<file path="src/rtl/sparc_control_unit_pkg.sv">
// Shared types and constants for the SPARC control sequencer: state encoding,
// ALU opcode constants, IR dispatch fields and the decoded control word.
package sparc_ctrl_pkg;

    typedef enum logic [3:0] {
        StReset = 4'd0,
        StInit,
        StF0,
        StF1,
        StDec,
        StAlu,
        StBr,
        StCall,
        StM0,
        StSt0,
        StSt1,
        StLd0,
        StLd1,
        StAdv,
        StHalt
    } state_e;

    localparam logic [5:0] OpAdd   = 6'h00;
    localparam logic [5:0] OpPassA = 6'h3E;
    localparam logic [5:0] OpPassB = 6'h3F;

    localparam int unsigned OpHi   = 31;
    localparam int unsigned OpLo   = 30;
    localparam int unsigned Op2Hi  = 24;
    localparam int unsigned Op2Lo  = 22;
    localparam int unsigned CcBit  = 23;
    localparam int unsigned StBit  = 21;
    localparam int unsigned SizeHi = 20;
    localparam int unsigned SizeLo = 19;
    localparam int unsigned ImmBit = 13;

    localparam logic [1:0] FmtBranch = 2'b00;
    localparam logic [1:0] FmtCall   = 2'b01;
    localparam logic [1:0] FmtAlu    = 2'b10;
    localparam logic [1:0] FmtMem    = 2'b11;
    localparam logic [2:0] Op2Bicc   = 3'b010;

    typedef struct packed {
        logic       register_windows_enable;
        logic       rf_load_enable;
        logic       rf_clear_enable;
        logic [4:0] clear_select;
        logic       ir_ld;
        logic       mar_ld;
        logic       mdr_ld;
        logic       wim_ld;
        logic       tbr_ld;
        logic       ttr_ld;
        logic       pc_ld;
        logic       npc_ld;
        logic       npc_clr;
        logic       psr_ld;
        logic       fr_ld;
        logic       rw;
        logic       mov;
        logic [1:0] size;
        logic [1:0] ma;
        logic [1:0] mb;
        logic [1:0] mnp;
        logic [1:0] mp;
        logic [1:0] msc;
        logic       mc;
        logic       mf;
        logic       mm;
        logic       mop;
        logic       msa;
        logic [5:0] opxx;
    } ctrl_word_t;

    function automatic logic is_wait_state(state_e s);
        return (s == StF1) || (s == StSt1) || (s == StLd0);
    endfunction

endpackage

</file>
<file path="src/rtl/sparc_control_unit_if.sv">
// Control bundle between the sequencer (master) and the datapath (slave).
interface sparc_control_unit_if;
    logic [31:0] IR;
    logic        MOC, BCOND, TCOND;
    logic        Register_Windows_Enable, RF_Load_Enable, RF_Clear_Enable;
    logic [4:0]  Clear_Select;
    logic        IR_Ld, MAR_Ld, MDR_Ld, WIM_Ld, TBR_Ld, TTR_Ld, PC_Ld, NPC_Ld, nPC_Clr;
    logic        PSR_Ld, FR_Ld, RW, MOV;
    logic [1:0]  Type;
    logic [1:0]  MA, MB, MNP, MP, MSc;
    logic        MC, MF, MM, MOP, MSa;
    logic [5:0]  OpXX;
    logic        Mem_Fault;

    modport master (
        input  IR, MOC, BCOND, TCOND,
        output Register_Windows_Enable, RF_Load_Enable, RF_Clear_Enable, Clear_Select,
        output IR_Ld, MAR_Ld, MDR_Ld, WIM_Ld, TBR_Ld, TTR_Ld, PC_Ld, NPC_Ld, nPC_Clr,
        output PSR_Ld, FR_Ld, RW, MOV, Type, MA, MB, MNP, MP, MSc,
        output MC, MF, MM, MOP, MSa, OpXX, Mem_Fault
    );

    modport slave (
        output IR, MOC, BCOND, TCOND,
        input  Register_Windows_Enable, RF_Load_Enable, RF_Clear_Enable, Clear_Select,
        input  IR_Ld, MAR_Ld, MDR_Ld, WIM_Ld, TBR_Ld, TTR_Ld, PC_Ld, NPC_Ld, nPC_Clr,
        input  PSR_Ld, FR_Ld, RW, MOV, Type, MA, MB, MNP, MP, MSc,
        input  MC, MF, MM, MOP, MSa, OpXX, Mem_Fault
    );
endinterface

</file>
<file path="src/rtl/sparc_control_unit_ctrl_word_decode.sv">
// Combinational Moore decode: current state plus IR to the datapath control word.
module ctrl_word_decode
    import sparc_ctrl_pkg::*;
(
    input  state_e      state_i,
    input  logic [31:0] ir_i,
    input  logic        bcond_i,
    output ctrl_word_t  cw_o
);

    logic [1:0] op2_sel;
    logic       unused_ir;

    assign op2_sel   = ir_i[ImmBit] ? 2'b01 : 2'b00;
    assign unused_ir = ^ir_i;

    always_comb begin
        cw_o = '0;
        unique case (state_i)
            StReset: begin
                cw_o.npc_clr         = 1'b1;
                cw_o.pc_ld           = 1'b1;
                cw_o.mp              = 2'b00;
                cw_o.rf_clear_enable = 1'b1;
            end
            StInit: begin
                cw_o.mnp    = 2'b11;
                cw_o.npc_ld = 1'b1;
            end
            StF0: begin
                cw_o.mb     = 2'b10;
                cw_o.mop    = 1'b1;
                cw_o.opxx   = OpPassB;
                cw_o.mar_ld = 1'b1;
            end
            StF1: begin
                cw_o.mov   = 1'b1;
                cw_o.rw    = 1'b1;
                cw_o.ir_ld = 1'b1;
            end
            StAlu: begin
                cw_o.register_windows_enable = 1'b1;
                cw_o.rf_load_enable          = 1'b1;
                cw_o.mb                      = op2_sel;
                cw_o.fr_ld                   = ir_i[CcBit];
            end
            StCall: begin
                // Link write of r15 and the PC/nPC redirect share one edge.
                cw_o.rf_load_enable = 1'b1;
                cw_o.msc            = 2'b01;
                cw_o.mb             = 2'b10;
                cw_o.mop            = 1'b1;
                cw_o.opxx           = OpPassB;
                cw_o.mp             = 2'b11;
                cw_o.mnp            = 2'b10;
                cw_o.pc_ld          = 1'b1;
                cw_o.npc_ld         = 1'b1;
            end
            StM0: begin
                cw_o.mb     = op2_sel;
                cw_o.mop    = 1'b1;
                cw_o.opxx   = OpAdd;
                cw_o.mar_ld = 1'b1;
            end
            StSt0: begin
                cw_o.msa    = 1'b1;
                cw_o.mop    = 1'b1;
                cw_o.opxx   = OpPassA;
                cw_o.mm     = 1'b1;
                cw_o.mdr_ld = 1'b1;
            end
            StSt1: begin
                cw_o.mov  = 1'b1;
                cw_o.size = ir_i[SizeHi:SizeLo];
            end
            StLd0: begin
                cw_o.mov    = 1'b1;
                cw_o.rw     = 1'b1;
                cw_o.size   = ir_i[SizeHi:SizeLo];
                cw_o.mdr_ld = 1'b1;
            end
            StLd1: begin
                cw_o.mb             = 2'b11;
                cw_o.mop            = 1'b1;
                cw_o.opxx           = OpPassB;
                cw_o.rf_load_enable = 1'b1;
            end
            StBr, StAdv: begin
                // An untaken branch advances sequentially, exactly like StAdv.
                cw_o.mp     = 2'b11;
                cw_o.mnp    = (state_i == StBr && bcond_i) ? 2'b10 : 2'b11;
                cw_o.pc_ld  = 1'b1;
                cw_o.npc_ld = 1'b1;
            end
            default: ;
        endcase
    end

endmodule

</file>
<file path="src/rtl/sparc_control_unit.sv">
// SPARC V8 subset sequencer: state register, memory wait counter and sticky fault flag.
module sparc_control_unit
    import sparc_ctrl_pkg::*;
#(
    parameter int unsigned MOC_TIMEOUT = 16
) (
    input  logic                        Clk,
    input  logic                        Clr_n,
    sparc_control_unit_if.master        bus
);

    localparam logic [3:0] TimeoutCnt = 4'(MOC_TIMEOUT - 1);

    state_e     state_q, state_d, moc_next, dec_state;
    logic [3:0] cnt_q, cnt_d;
    logic       mem_fault_q, mem_fault_d;
    ctrl_word_t cw;
    logic       unused_tcond;

    assign unused_tcond = bus.TCOND;
    // Reset outputs show immediately while Clr_n is low, not only after the first edge.
    assign dec_state    = Clr_n ? state_q : StReset;
    assign moc_next     = (state_q == StF1) ? StDec : (state_q == StSt1) ? StAdv : StLd1;

    always_comb begin
        state_d     = state_q;
        cnt_d       = 4'd0;
        mem_fault_d = mem_fault_q;
        if (is_wait_state(state_q)) begin
            if (bus.MOC) begin
                state_d = moc_next;
            end else if (cnt_q == TimeoutCnt) begin
                state_d     = StHalt;
                mem_fault_d = 1'b1;
            end else begin
                cnt_d = cnt_q + 4'd1;
            end
        end else begin
            unique case (state_q)
                StReset: state_d = StInit;
                StInit:  state_d = StF0;
                StF0:    state_d = StF1;
                StDec: begin
                    if (bus.IR[OpHi:OpLo] == FmtCall) begin
                        state_d = StCall;
                    end else if (bus.IR[OpHi:OpLo] == FmtBranch &&
                                 bus.IR[Op2Hi:Op2Lo] == Op2Bicc) begin
                        state_d = StBr;
                    end else if (bus.IR[OpHi:OpLo] == FmtAlu) begin
                        state_d = StAlu;
                    end else if (bus.IR[OpHi:OpLo] == FmtMem) begin
                        state_d = StM0;
                    end else begin
                        state_d = StAdv;
                    end
                end
                StAlu:   state_d = StAdv;
                StBr:    state_d = StF0;
                StCall:  state_d = StF0;
                StM0:    state_d = bus.IR[StBit] ? StSt0 : StLd0;
                StSt0:   state_d = StSt1;
                StLd1:   state_d = StAdv;
                StAdv:   state_d = StF0;
                StHalt:  state_d = StHalt;
                default: state_d = StHalt;
            endcase
        end
    end

    always_ff @(posedge Clk) begin
        if (!Clr_n) begin
            state_q     <= StReset;
            cnt_q       <= 4'd0;
            mem_fault_q <= 1'b0;
        end else begin
            state_q     <= state_d;
            cnt_q       <= cnt_d;
            mem_fault_q <= mem_fault_d;
        end
    end

    ctrl_word_decode u_decode (
        .state_i (dec_state),
        .ir_i    (bus.IR),
        .bcond_i (bus.BCOND),
        .cw_o    (cw)
    );

    assign bus.Register_Windows_Enable = cw.register_windows_enable;
    assign bus.RF_Load_Enable          = cw.rf_load_enable;
    assign bus.RF_Clear_Enable         = cw.rf_clear_enable;
    assign bus.Clear_Select            = cw.clear_select;
    assign bus.IR_Ld                   = cw.ir_ld;
    assign bus.MAR_Ld                  = cw.mar_ld;
    assign bus.MDR_Ld                  = cw.mdr_ld;
    assign bus.WIM_Ld                  = cw.wim_ld;
    assign bus.TBR_Ld                  = cw.tbr_ld;
    assign bus.TTR_Ld                  = cw.ttr_ld;
    assign bus.PC_Ld                   = cw.pc_ld;
    assign bus.NPC_Ld                  = cw.npc_ld;
    assign bus.nPC_Clr                 = cw.npc_clr;
    assign bus.PSR_Ld                  = cw.psr_ld;
    assign bus.FR_Ld                   = cw.fr_ld;
    assign bus.RW                      = cw.rw;
    assign bus.MOV                     = cw.mov;
    assign bus.Type                    = cw.size;
    assign bus.MA                      = cw.ma;
    assign bus.MB                      = cw.mb;
    assign bus.MNP                     = cw.mnp;
    assign bus.MP                      = cw.mp;
    assign bus.MSc                     = cw.msc;
    assign bus.MC                      = cw.mc;
    assign bus.MF                      = cw.mf;
    assign bus.MM                      = cw.mm;
    assign bus.MOP                     = cw.mop;
    assign bus.MSa                     = cw.msa;
    assign bus.OpXX                    = cw.opxx;
    assign bus.Mem_Fault               = mem_fault_q;

endmodule

</file>
<file path="src/flat_wrapper.sv">
// flat-port wrapper written by rule: the top's interface ports become plain ports
module sparc_control_unit_flat import sparc_ctrl_pkg::*;
#(
    parameter int unsigned MOC_TIMEOUT = 16
)
  (Clk, Clr_n, bus_IR, bus_MOC, bus_BCOND, bus_TCOND, bus_Register_Windows_Enable, bus_RF_Load_Enable, bus_RF_Clear_Enable, bus_Clear_Select, bus_IR_Ld, bus_MAR_Ld, bus_MDR_Ld, bus_WIM_Ld, bus_TBR_Ld, bus_TTR_Ld, bus_PC_Ld, bus_NPC_Ld, bus_nPC_Clr, bus_PSR_Ld, bus_FR_Ld, bus_RW, bus_MOV, bus_Type, bus_MA, bus_MB, bus_MNP, bus_MP, bus_MSc, bus_MC, bus_MF, bus_MM, bus_MOP, bus_MSa, bus_OpXX, bus_Mem_Fault);
  sparc_control_unit_if bus_i ();
  input  logic Clk;
  input  logic Clr_n;
  input wire logic [$bits(bus_i.IR)-1:0] bus_IR;
  input wire logic [$bits(bus_i.MOC)-1:0] bus_MOC;
  input wire logic [$bits(bus_i.BCOND)-1:0] bus_BCOND;
  input wire logic [$bits(bus_i.TCOND)-1:0] bus_TCOND;
  output wire logic [$bits(bus_i.Register_Windows_Enable)-1:0] bus_Register_Windows_Enable;
  output wire logic [$bits(bus_i.RF_Load_Enable)-1:0] bus_RF_Load_Enable;
  output wire logic [$bits(bus_i.RF_Clear_Enable)-1:0] bus_RF_Clear_Enable;
  output wire logic [$bits(bus_i.Clear_Select)-1:0] bus_Clear_Select;
  output wire logic [$bits(bus_i.IR_Ld)-1:0] bus_IR_Ld;
  output wire logic [$bits(bus_i.MAR_Ld)-1:0] bus_MAR_Ld;
  output wire logic [$bits(bus_i.MDR_Ld)-1:0] bus_MDR_Ld;
  output wire logic [$bits(bus_i.WIM_Ld)-1:0] bus_WIM_Ld;
  output wire logic [$bits(bus_i.TBR_Ld)-1:0] bus_TBR_Ld;
  output wire logic [$bits(bus_i.TTR_Ld)-1:0] bus_TTR_Ld;
  output wire logic [$bits(bus_i.PC_Ld)-1:0] bus_PC_Ld;
  output wire logic [$bits(bus_i.NPC_Ld)-1:0] bus_NPC_Ld;
  output wire logic [$bits(bus_i.nPC_Clr)-1:0] bus_nPC_Clr;
  output wire logic [$bits(bus_i.PSR_Ld)-1:0] bus_PSR_Ld;
  output wire logic [$bits(bus_i.FR_Ld)-1:0] bus_FR_Ld;
  output wire logic [$bits(bus_i.RW)-1:0] bus_RW;
  output wire logic [$bits(bus_i.MOV)-1:0] bus_MOV;
  output wire logic [$bits(bus_i.Type)-1:0] bus_Type;
  output wire logic [$bits(bus_i.MA)-1:0] bus_MA;
  output wire logic [$bits(bus_i.MB)-1:0] bus_MB;
  output wire logic [$bits(bus_i.MNP)-1:0] bus_MNP;
  output wire logic [$bits(bus_i.MP)-1:0] bus_MP;
  output wire logic [$bits(bus_i.MSc)-1:0] bus_MSc;
  output wire logic [$bits(bus_i.MC)-1:0] bus_MC;
  output wire logic [$bits(bus_i.MF)-1:0] bus_MF;
  output wire logic [$bits(bus_i.MM)-1:0] bus_MM;
  output wire logic [$bits(bus_i.MOP)-1:0] bus_MOP;
  output wire logic [$bits(bus_i.MSa)-1:0] bus_MSa;
  output wire logic [$bits(bus_i.OpXX)-1:0] bus_OpXX;
  output wire logic [$bits(bus_i.Mem_Fault)-1:0] bus_Mem_Fault;
  assign bus_i.IR = bus_IR;
  assign bus_i.MOC = bus_MOC;
  assign bus_i.BCOND = bus_BCOND;
  assign bus_i.TCOND = bus_TCOND;
  assign bus_Register_Windows_Enable = bus_i.Register_Windows_Enable;
  assign bus_RF_Load_Enable = bus_i.RF_Load_Enable;
  assign bus_RF_Clear_Enable = bus_i.RF_Clear_Enable;
  assign bus_Clear_Select = bus_i.Clear_Select;
  assign bus_IR_Ld = bus_i.IR_Ld;
  assign bus_MAR_Ld = bus_i.MAR_Ld;
  assign bus_MDR_Ld = bus_i.MDR_Ld;
  assign bus_WIM_Ld = bus_i.WIM_Ld;
  assign bus_TBR_Ld = bus_i.TBR_Ld;
  assign bus_TTR_Ld = bus_i.TTR_Ld;
  assign bus_PC_Ld = bus_i.PC_Ld;
  assign bus_NPC_Ld = bus_i.NPC_Ld;
  assign bus_nPC_Clr = bus_i.nPC_Clr;
  assign bus_PSR_Ld = bus_i.PSR_Ld;
  assign bus_FR_Ld = bus_i.FR_Ld;
  assign bus_RW = bus_i.RW;
  assign bus_MOV = bus_i.MOV;
  assign bus_Type = bus_i.Type;
  assign bus_MA = bus_i.MA;
  assign bus_MB = bus_i.MB;
  assign bus_MNP = bus_i.MNP;
  assign bus_MP = bus_i.MP;
  assign bus_MSc = bus_i.MSc;
  assign bus_MC = bus_i.MC;
  assign bus_MF = bus_i.MF;
  assign bus_MM = bus_i.MM;
  assign bus_MOP = bus_i.MOP;
  assign bus_MSa = bus_i.MSa;
  assign bus_OpXX = bus_i.OpXX;
  assign bus_Mem_Fault = bus_i.Mem_Fault;
  sparc_control_unit #(.MOC_TIMEOUT(MOC_TIMEOUT)) u_core (.Clk(Clk), .Clr_n(Clr_n), .bus(bus_i));
endmodule
</file>
<file path="config.mk">
export PLATFORM = sky130hd
export DESIGN_NAME = sparc_control_unit_flat
export DESIGN_NICKNAME = d
export VERILOG_FILES = /design/src/rtl/sparc_control_unit_pkg.sv /design/src/rtl/sparc_control_unit_if.sv /design/src/rtl/sparc_control_unit_ctrl_word_decode.sv /design/src/rtl/sparc_control_unit.sv /design/src/flat_wrapper.sv
export SDC_FILE = /design/constraint.sdc
export NUM_CORES = 1
export LEC_CHECK = 0
export CORE_UTILIZATION = 29
export CTS_CLUSTER_DIAMETER = 120
export DETAILED_ROUTE_END_ITERATION = 8
export PLACE_DENSITY = 0.82
export SYNTH_ARGS = -nofsm -noshare
export SYNTH_HDL_FRONTEND = slang
export SYNTH_SLANG_ARGS = --single-unit
</file>
<file path="constraint.sdc">
create_clock -name Clk -period 1.8 [get_ports Clk]
set_clock_uncertainty 0.2 [all_clocks]
set_input_delay 0.27 -clock Clk [delete_from_list [all_inputs] [get_ports Clk]]
set_output_delay 0.27 -clock Clk [all_outputs]
set_load 0.02 [all_outputs]
</file>
==> run_1/placed.png <==
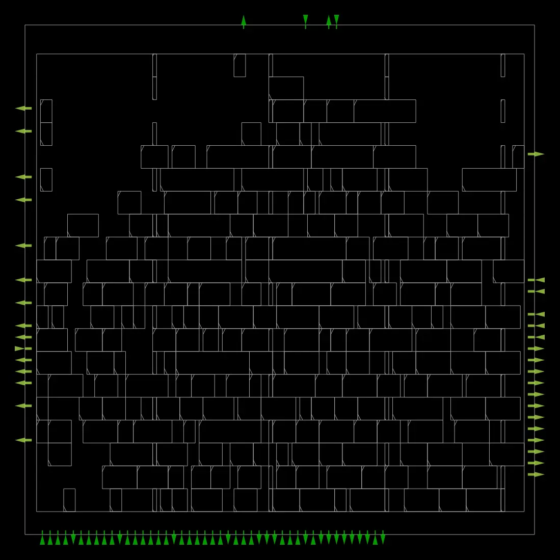
row count: 20
Filler cells: 273
fin util: 63.3%
flop count: 9
CORE AREA: 3150 µm²

==> run_1/floorplan.png <==
The bar under the picture is 20 µm long. Pins as bars on the die edge.
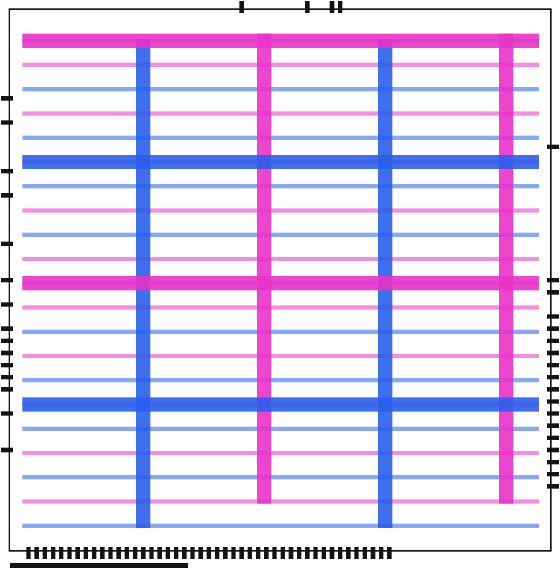
- VSS: blue
- VDD: magenta
- met1 rails: 21
- rows: 20
- met5 straps: 4
- met4 straps: 4
- signal pins: 82
Die Wd: 60.6 µm
die height: 60.6 µm

==> run_1/layers.png <==
Only two layers are drawn.
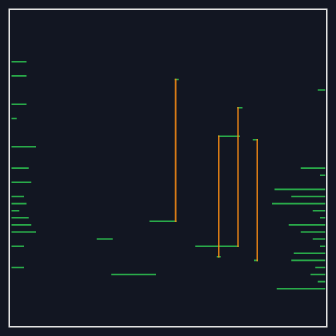
- M3: green (wire length 144 µm)
- M4: orange (wire length 100 µm)
Routed WL per cell: 14.4 µm
vias: 1,242
Total Routing Usage GR: 20.0%

==> reports/metrics.csv, run 1 <==
stage,metric,value,unit
placed_design,placedCellCount,249,
setup_path,crit_end,bus_OpXX[3],
pwr,power.share.switching,44.0,%
die,chipArea,3670,µm²
detailed_routing,drtPass1Iterations,4,
detailed_routing,wl_met1,1.59,mm
final_timing,setup_ws,-0.211,ns
detailed_routing,ant_nets,0,
setup_path,worst-r2r-cell-count,7,
layout,lay_top_count,buf_4,
setup_path,cp_num_buf_inv,2,
yosys,mux_share,1.01,%
setup_path,arrival,1.54,ns
setup_path,path_common_cell,buf_6,
grt,grt_use_met1,23.9,%
placed_design,placed_cell_area,1690,µm²
grt,overflow,0,
yosys,synth.most_common_cell,buf_4,
detailed_routing,wl,3.77,mm
pwr,ir_drop,0.000915,V
detailed_routing,vias_per_cell,4.74,
grt,grt-busiest-layer,met2,
setup_path,cp-start-kind,flop,
setup_path,ff2ff_setup_slack,0.03,ns
setup_path,critical-path-slowest-cell,dfxtp_4,
placed_design,hpwl,2.43,mm
setup_path,r2r-start,u_core.state_q[2]$_SDFFE_PN0P_,
pwr,p_seq,0.000388,W
pwr,seqPwrFrac,13.0,%
final_timing,fin_crit,2.01,ns
grt,use_met2,36.1,%
pwr,p_clk,0.000166,W
outcome,outcome,finished with violations,
grt,grt_max_degree,10,
layout,lay_top_cells,"buf_4, buf_6, conb_1",
clocking,cts_root_buffer,clkbuf_4,
setup_path,crit_chain,buf_6 -> nand2b_4 -> a21oi_2 -> o21a_2 -> or2_4 -> buf_6,
run,maxCapViolCount,0,
setup_path,cp.depth,6,
yosys,synth.avg_cell_area,7.31,µm²
final_timing,finalSetupViolations,26,
yosys,largest_area_cell,dfxtp_1,
outcome,violations,setup timing,
yosys,common_cells,"buf_4, nor2_1, dfxtp_1",
detailed_routing,wl_met2,1.94,mm
yosys,synth-main-ff-cell,dfxtp_1,
yosys,top_logic_kind,simple AND/OR/NAND/NOR gates,
yosys,yosys_area,995,µm²
layout,antenna_cells,0,
layout,layout.cells.non_filler,262,
pwr,p_sw,0.00131,W
yosys,top_area_share,18.1,%
final_timing,rsz0062_at_grt,true,
yosys,yosysUniqueCellTypes,38,
layout,syn_to_final_growth,101,%
pwr,intPower,0.00167,W
layout,flop_area,195,µm²
setup_path,path_delay_family,flip-flops,
detailed_routing,dr.first_iter.drc_count,46,
layout,logic_area,826,µm²
yosys,aoi_share,19.0,%
yosys,ys_cells,136,
yosys,ys_seq_share,18.1,%
yosys,xor_share,1.76,%
detailed_routing,wl_met3,144,µm
grt,grt_pass1_vias,1190,
## run 1: final cells by class
class                           instances  share of cell area, %
Inverter                                2                  0.376
Timing Repair Buffer                   94                   44.4
Tap cell                               44                   2.76
Sequential cell                         9                   9.77
Clock buffer                            4                   1.32
Multi-Input combinational cell        109                   41.4
## run 1: stage by stage
| stage | hold WS [ns] | setup WS (ns) | util (%) |
|---|---|---|---|
| 2_1_floorplan | 0.147 | -0.0119 | - |
| 3_3_place_gp | 0.230 | -0.517 | 53.7 |
| 3_5_place_dp | 0.243 | -0.554 | 53.7 |
| 4_1_cts | 0.260 | -0.195 | 59.4 |
| 5_1_grt | 0.291 | -0.251 | 63.3 |
| 6_report | 0.261 | -0.211 | 63.3 |
==> run 1 -> run 2 <==
--- a/config.mk
+++ b/config.mk
@@ -6,7 +6,7 @@
 export NUM_CORES = 1
 export LEC_CHECK = 0
 export CORE_UTILIZATION = 29
-export CTS_CLUSTER_DIAMETER = 120
+export CTS_CLUSTER_DIAMETER = 80
 export DETAILED_ROUTE_END_ITERATION = 8
 export PLACE_DENSITY = 0.82
 export SYNTH_ARGS = -nofsm -noshare
==> run_2/layers.png <==
Only two layers are drawn.
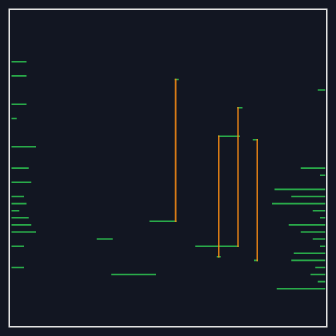
final wirelength: 3.77 mm

==> run_2/class_map.png <==
The bar under the picture is 20 µm long.
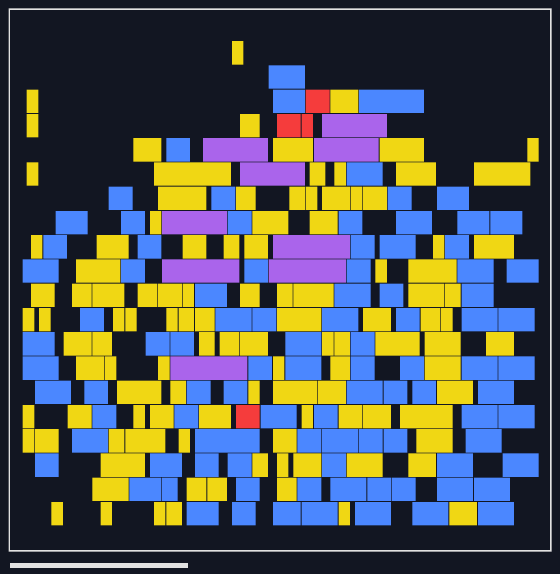
- remaining buffers and delay cells: blue (cells 94; share of their area 46%)
- sequential cells: purple (cells 9; share of their area 10%)
- clock drivers and dummy loads: red (cells 4; share of their area 1.4%)
- remaining logic cells: yellow (cells 111; share of their area 43%)
fraction of area in registers: 9.77%
final instance area: 2000 µm²

==> run 2 against run 1 <==
The run still ends with setup timing left; count of clock-buffer cells in the layout unchanged; sequential share of layout area unchanged; wire length unchanged.
==> reports/metrics.csv, run 2 <==
stage,metric,value,unit,change
detailed_routing,routedWlPerCell,14.4,µm,unchanged
layout,lay_top_cells,"buf_4, buf_6, conb_1",,unchanged
setup_path,path_delay_family,flip-flops,,unchanged
pwr,intPower,0.00167,W,unchanged
final_timing,hold_ws,0.261,ns,unchanged
detailed_routing,wl_met2,1.94,mm,unchanged
detailed_routing,dr.first_iter.drc_count,46,,unchanged
setup_path,cp-start-kind,flop,,unchanged
detailed_routing,wl_met1,1.59,mm,unchanged
detailed_routing,ant_nets,0,,unchanged
yosys,top_logic_kind,simple AND/OR/NAND/NOR gates,,unchanged
setup_path,ff2ff_setup_slack,0.03,ns,about the same
yosys,yosys_area,995,µm²,unchanged
yosys,synth.avg_cell_area,7.31,µm²,unchanged
pwr,p_seq,0.000388,W,about the same
yosys,ys_seq_share,18.1,%,unchanged
die,rows,20,,unchanged
detailed_routing,drc,0,,unchanged
grt,grt_usage,20.0,%,unchanged
die,ios,82,,unchanged
yosys,common_cells,"buf_4, nor2_1, dfxtp_1",,unchanged
grt,grt_use_met1,23.9,%,unchanged
layout,syn_to_final_growth,101,%,unchanged
setup_path,worst-r2r-cell-count,7,,unchanged
setup_path,critical-path-slowest-cell,dfxtp_4,,unchanged
outcome,violations,setup timing,,unchanged
die,die_h,60.6,µm,unchanged
yosys,ys_cells,136,,unchanged
yosys,top_area_share,18.1,%,unchanged
placed_design,pre_cts_ws,-0.554,ns,unchanged
run,maxCapViolCount,0,,unchanged
final_timing,setup_ws,-0.211,ns,unchanged
yosys,synthTopCellsByArea,"dfxtp_1, buf_4, nor2_1, o21a_1, nand2b_1",,unchanged
setup_path,startpoint,u_core.state_q[1]$_SDFFE_PN0P_,,unchanged
yosys,largest_area_cell,dfxtp_1,,unchanged
detailed_routing,wl_met3,144,µm,unchanged
outcome,outcome,finished with violations,,unchanged
pwr,p_sw,0.00131,W,unchanged
final_timing,rsz0062_at_grt,true,,unchanged
detailed_routing,maxUsedRoutingLayer,met4,,unchanged
die,chipArea,3670,µm²,unchanged
pwr,power.share.switching,44.0,%,unchanged
setup_path,r2r-start,u_core.state_q[2]$_SDFFE_PN0P_,,unchanged
yosys,aoi_share,19.0,%,unchanged
yosys,synth-main-ff-cell,dfxtp_1,,unchanged
grt,grt-busiest-layer,met2,,unchanged
yosys,synth.most_common_cell,buf_4,,unchanged
setup_path,cp.depth,6,,unchanged
placed_design,placed_cell_area,1690,µm²,unchanged
detailed_routing,vias,1242,,unchanged
setup_path,cp_num_buf_inv,2,,unchanged
setup_path,arrival,1.54,ns,about the same
yosys,xor_share,1.76,%,unchanged
setup_path,crit_end,bus_OpXX[3],,unchanged
final_timing,finalSetupViolations,26,,unchanged
pwr,p_clk,0.000166,W,about the same
grt,overflow,0,,unchanged
setup_path,path_common_cell,buf_6,,unchanged
yosys,mux_share,1.01,%,unchanged
die,coreArea,3150,µm²,unchanged
setup_path,crit_chain,buf_6 -> nand2b_4 -> a21oi_2 -> o21a_2 -> or2_4 -> buf_6,,unchanged
hold_path,hold_start,u_core.cnt_q[0]$_SDFF_PP0_,,unchanged
detailed_routing,vias_per_cell,4.74,,unchanged
final_timing,fin_tns_setup,-2.83,ns,unchanged
detailed_routing,drtPass1Iterations,4,,unchanged
yosys,ys_sh_simple,36.7,%,unchanged
clocking,cts_root_buffer,clkbuf_4,,unchanged
die,die_x,60.6,µm,unchanged
clocking,cts.reportedPaths.clkPinSlew,0.07,ns,about the same
layout,lay_top_count,buf_4,,unchanged
grt,use_met2,36.1,%,unchanged
pwr,comb_power,0.00243,W,about the same
pwr,seqPwrFrac,13.0,%,about the same
layout,antenna_cells,0,,unchanged
placed_design,hpwl,2.43,mm,unchanged
final_timing,fin_crit,2.01,ns,unchanged
run,tool_warnings,53,,unchanged
grt,grt_pass1_vias,1190,,unchanged
grt,grt_max_degree,10,,unchanged
-- run 2: cell counts in the layout (fill, tap and decap cells not counted) --
No cell type changed its count.
-- run 2: per-stage QoR --
step | total power (W) | util (%) | cells
5_1_grt | 0.00314 | 63.3 | 262
3_5_place_dp | 0.00222 | 53.7 | 249
4_1_cts | 0.00272 | 59.4 | 258
2_1_floorplan | 0.00141 | - | 149
3_3_place_gp | 0.00219 | 53.7 | 249
6_report | 0.00299 | 63.3 | 262
-- run 2: final cells by class --
type / count / area (µm²)
Sequential cell: 9 / 195
Tap cell: 44 / 55.1
Multi-Input combinational cell: 109 / 826
Fill cell: 273 / 1160
Clock buffer: 4 / 26.3
Timing Repair Buffer: 94 / 887
Inverter: 2 / 7.51
Power is estimated from default activity; no workload was simulated.
